M1 wires:
Supply wires on this layer in grey.
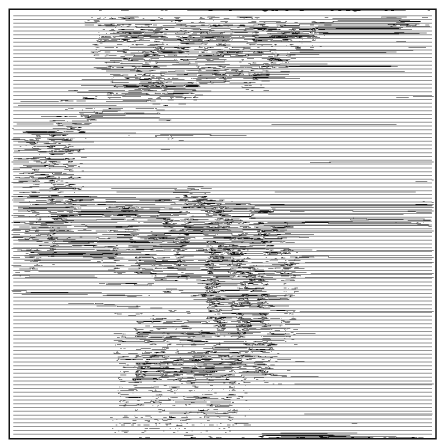
The metal 2 layer:
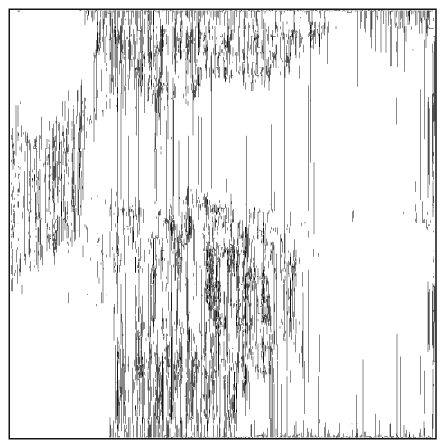
Met3 routing:
The bar under the picture is 100 um long. Cells faint in the background.
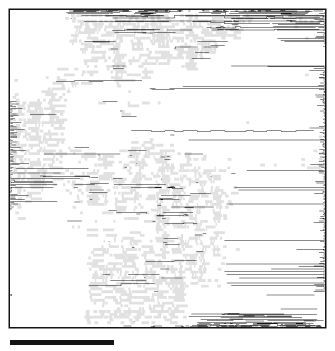
Metal 4:
Supply wires on this layer in grey. Cells faint in the background.
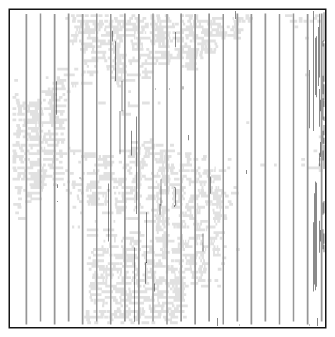
===== src/rtl/sw_ref_arb_pkg.sv =====
`default_nettype none
// +-----------------------------------------------------------------+
// | sw_ref_arb_pkg : shared widths and FSM encoding for the arbiter  |
// | rev 1.0                                                          |
// +-----------------------------------------------------------------+
package sw_ref_arb_pkg;

    localparam int ADDR_W = 25;
    localparam int LEN_W  = 25;

    typedef enum logic [1:0] {
        IDLE   = 2'd0,
        ISSUE  = 2'd1,
        STREAM = 2'd2
    } arb_state_t;

endpackage
`default_nettype wire


===== src/rtl/rr_pick.sv =====
`default_nettype none
// +-----------------------------------------------------------------+
// | rr_pick : first set request at or after ptr, wrapping            |
// | rev 1.0                                                          |
// +-----------------------------------------------------------------+
module rr_pick #(
    parameter int NUM_ENGINES = 4
) (
    input  logic [NUM_ENGINES-1:0]         req,
    input  logic [$clog2(NUM_ENGINES)-1:0] ptr,
    output logic [$clog2(NUM_ENGINES)-1:0] idx,
    output logic                           found
);

    localparam int IDX_W = $clog2(NUM_ENGINES);

    int cand;

    always_comb begin
        idx   = '0;
        found = 1'b0;
        cand  = 0;
        for (int off = 0; off < NUM_ENGINES; off++) begin
            cand = int'(ptr) + off;
            if (cand >= NUM_ENGINES) begin
                cand = cand - NUM_ENGINES;
            end
            if (!found && req[cand[IDX_W-1:0]]) begin
                found = 1'b1;
                idx   = cand[IDX_W-1:0];
            end
        end
    end

endmodule
`default_nettype wire


===== src/rtl/ref_reader_arbiter.sv =====
`default_nettype none
// +-----------------------------------------------------------------+
// | ref_reader_arbiter : round-robin share of one DRAM ref reader    |
// | rev 1.0                                                          |
// +-----------------------------------------------------------------+
module ref_reader_arbiter
    import sw_ref_arb_pkg::*;
#(
    parameter int NUM_ENGINES = 4,
    parameter int REF_LENGTH  = 128
) (
    input  logic                            clk,
    input  logic                            rst,
    input  logic [25*NUM_ENGINES-1:0]       eng_ref_addr_in,
    input  logic [25*NUM_ENGINES-1:0]       eng_ref_length_in,
    input  logic [NUM_ENGINES-1:0]          eng_ref_info_valid_in,
    output logic [2*REF_LENGTH-1:0]         eng_ref_seq_block_out,
    output logic [NUM_ENGINES-1:0]          eng_ref_seq_block_valid_out,
    input  logic [NUM_ENGINES-1:0]          eng_ref_seq_block_rdy_in,
    output logic [ADDR_W-1:0]               rd_ref_addr_out,
    output logic [LEN_W-1:0]                rd_ref_length_out,
    output logic                            rd_ref_info_valid_out,
    input  logic                            rd_ref_info_rdy_in,
    input  logic [2*REF_LENGTH-1:0]         rd_ref_seq_block_in,
    input  logic                            rd_ref_seq_block_valid_in,
    output logic                            rd_ref_seq_block_rdy_out,
    output logic [$clog2(NUM_ENGINES)-1:0]  grant_id_out,
    output logic                            busy_out,
    output logic                            req_overflow_err_out
);

    localparam int IDX_W = $clog2(NUM_ENGINES);

    arb_state_t              state;
    logic [IDX_W-1:0]        grant;
    logic [IDX_W-1:0]        rr_ptr;
    logic [NUM_ENGINES-1:0]  pending;
    logic [ADDR_W-1:0]       addr_q [NUM_ENGINES];
    logic [LEN_W-1:0]        len_q  [NUM_ENGINES];
    logic [LEN_W-1:0]        blk_cnt;
    logic                    issue_valid;
    logic [ADDR_W-1:0]       issue_addr;
    logic [LEN_W-1:0]        issue_len;
    logic                    busy;
    logic                    overflow_err;

    logic [IDX_W-1:0]        pick_idx;
    logic                    pick_found;
    logic                    blk_hs;
    logic                    complete;
    logic [IDX_W-1:0]        next_ptr;

    rr_pick #(
        .NUM_ENGINES (NUM_ENGINES)
    ) u_rr_pick (
        .req   (pending),
        .ptr   (rr_ptr),
        .idx   (pick_idx),
        .found (pick_found)
    );

    // Block path is a pure pass-through; only valid/ready are steered by grant.
    always_comb begin
        eng_ref_seq_block_valid_out = '0;
        rd_ref_seq_block_rdy_out    = 1'b0;
        if (state == STREAM) begin
            eng_ref_seq_block_valid_out[grant] = rd_ref_seq_block_valid_in;
            rd_ref_seq_block_rdy_out           = eng_ref_seq_block_rdy_in[grant];
        end
        blk_hs   = (state == STREAM) && rd_ref_seq_block_valid_in
                   && eng_ref_seq_block_rdy_in[grant];
        complete = ((state == ISSUE) && rd_ref_info_rdy_in && (issue_len == '0))
                   || (blk_hs && (blk_cnt == LEN_W'(1)));
        next_ptr = (grant == IDX_W'(NUM_ENGINES - 1)) ? '0 : grant + IDX_W'(1);
    end

    assign eng_ref_seq_block_out = rd_ref_seq_block_in;
    assign rd_ref_addr_out       = issue_addr;
    assign rd_ref_length_out     = issue_len;
    assign rd_ref_info_valid_out = issue_valid;
    assign grant_id_out          = grant;
    assign busy_out              = busy;
    assign req_overflow_err_out  = overflow_err;

    always_ff @(posedge clk) begin
        if (rst) begin
            state        <= IDLE;
            grant        <= '0;
            rr_ptr       <= '0;
            pending      <= '0;
            blk_cnt      <= '0;
            issue_valid  <= 1'b0;
            issue_addr   <= '0;
            issue_len    <= '0;
            busy         <= 1'b0;
            overflow_err <= 1'b0;
            for (int i = 0; i < NUM_ENGINES; i++) begin
                addr_q[i] <= '0;
                len_q[i]  <= '0;
            end
        end else begin
            if (complete) begin
                pending[grant] <= 1'b0;
            end
            // A request landing on the slot being retired this cycle is kept.
            for (int i = 0; i < NUM_ENGINES; i++) begin
                if (eng_ref_info_valid_in[i]) begin
                    if (!pending[i] || (complete && (grant == IDX_W'(i)))) begin
                        pending[i] <= 1'b1;
                        addr_q[i]  <= eng_ref_addr_in[i*25 +: 25];
                        len_q[i]   <= eng_ref_length_in[i*25 +: 25];
                    end else begin
                        overflow_err <= 1'b1;
                    end
                end
            end

            case (state)
                IDLE: begin
                    if (pick_found) begin
                        grant       <= pick_idx;
                        blk_cnt     <= len_q[pick_idx];
                        issue_valid <= 1'b1;
                        issue_addr  <= addr_q[pick_idx];
                        issue_len   <= len_q[pick_idx];
                        busy        <= 1'b1;
                        state       <= ISSUE;
                    end
                end
                ISSUE: begin
                    if (rd_ref_info_rdy_in) begin
                        issue_valid <= 1'b0;
                        if (issue_len == '0) begin
                            rr_ptr <= next_ptr;
                            busy   <= 1'b0;
                            state  <= IDLE;
                        end else begin
                            state <= STREAM;
                        end
                    end
                end
                STREAM: begin
                    if (blk_hs && (blk_cnt != '0)) begin
                        blk_cnt <= blk_cnt - LEN_W'(1);
                        if (blk_cnt == LEN_W'(1)) begin
                            rr_ptr <= next_ptr;
                            busy   <= 1'b0;
                            state  <= IDLE;
                        end
                    end
                end
                default: begin
                    busy  <= 1'b0;
                    state <= IDLE;
                end
            endcase
        end
    end

endmodule
`default_nettype wire


===== config.mk =====
export PLATFORM = sky130hd
export DESIGN_NAME = ref_reader_arbiter
export DESIGN_NICKNAME = d
export VERILOG_FILES = /design/src/rtl/sw_ref_arb_pkg.sv /design/src/rtl/rr_pick.sv /design/src/rtl/ref_reader_arbiter.sv
export SDC_FILE = /design/constraint.sdc
export NUM_CORES = 1
export LEC_CHECK = 0
export CORE_AREA = 2 2 302 304
export DETAILED_ROUTE_END_ITERATION = 8
export DIE_AREA = 0 0 304 306
export PLACE_DENSITY = 0.52
export SYNTH_ARGS = -nofsm -noshare
export SYNTH_HDL_FRONTEND = slang
export SYNTH_SLANG_ARGS = --single-unit

===== constraint.sdc =====
create_clock -name clk -period 3.4 [get_ports clk]
set_input_delay 0.68 -clock clk [delete_from_list [all_inputs] [get_ports clk]]
set_output_delay 0.68 -clock clk [all_outputs]
set_load 0.02 [all_outputs]

==> flow_summary.json <==
{
  "worstSkewPairLatency_ps": 600,
  "die_width_um": 304,
  "ant_nets": 0,
  "num-nonclk-inverters": 8,
  "nets": 1938,
  "syn_area_per_cell_um2": 10.4,
  "clock_net_power_mw": 3.28,
  "vdd_drop_max_v": 0.000350,
  "hold_viol": 0,
  "hold_depth": 2,
  "cp-end-kind": "output pin",
  "pwr-share-comb": 0.207,
  "wl_met1_um": 25100,
  "root_buffer": "clkbuf_16",
  "grt-ovfl-total": 0,
  "layout_top_cells": "269 x clkdlybuf4s50_1, 200 x edfxtp_1, 154 x and2_1, 137 x nand2_1, 88 x dfxtp_1",
  "nWellTaps": 1176,
  "cts_inserted_buffers": 31,
  "p_int_mw": 6.72,
  "firstDrtPassIters": 5,
  "placementRows": 110,
  "path_delay_family": "buffers and inverters",
  "grt-busiest-layer": "met2",
  "power.leakage_nw": 6.37,
  "yosysCellCount": 1466,
  "signal_buffers": 312,
  "post-place-cells": 2606,
  "flops": 288,
  "warnings": 31,
  "place_hpwl_um": 48000,
  "cts_max_level": 1,
  "r2r_slack_ps": 570,
  "worst_r2r_endpoint": "addr_q[2][6]",
  "status": "finished clean",
  "yosysTopAreaCellShare": 0.394,
  "gp_congestion": 0.797,
  "synthToLayoutAreaGrowth_pct": 21.9,
  "r2r-start": "rd_ref_length_out[18]",
  "layout_top_cell": "clkdlybuf4s50_1",
  "powerDensity_mw_per_mm2": 512,
  "yosys-top-cells-area": "edfxtp_1 39%, buf_4 13%, dfxtp_1 12%, and2_1 6.4%, nand2_1 3.4%",
  "layout.area.seq_mm2": 0.00777,
  "critPathBufInv": 2,
  "diodes": 2
}
Notes on 'M1 wires' above:
longest straight run = 156 um
wire length on this layer = 25.1 mm
via count: 10900
final WL: 61400 um
global routing usage on met1: 0.153

Notes on 'the metal 2 layer' above:
nets with wire on the layer = 1650
wire length on this layer = 25.7 mm
longest straight run = 157 um
main direction = vertical
share of all routed wire = 42%

Notes on 'met3 routing' above:
main direction = horizontal
nets with wire on the layer = 369
share of all routed wire = 14%
wire length on this layer = 8330 um
longest straight run = 150 um
met3 usage: 0.0748

Notes on 'metal 4' above:
longest straight run = 116 um
share of all routed wire = 2.9%
nets with wire on the layer = 49
main direction = vertical

Power is estimated from default activity; no workload was simulated.
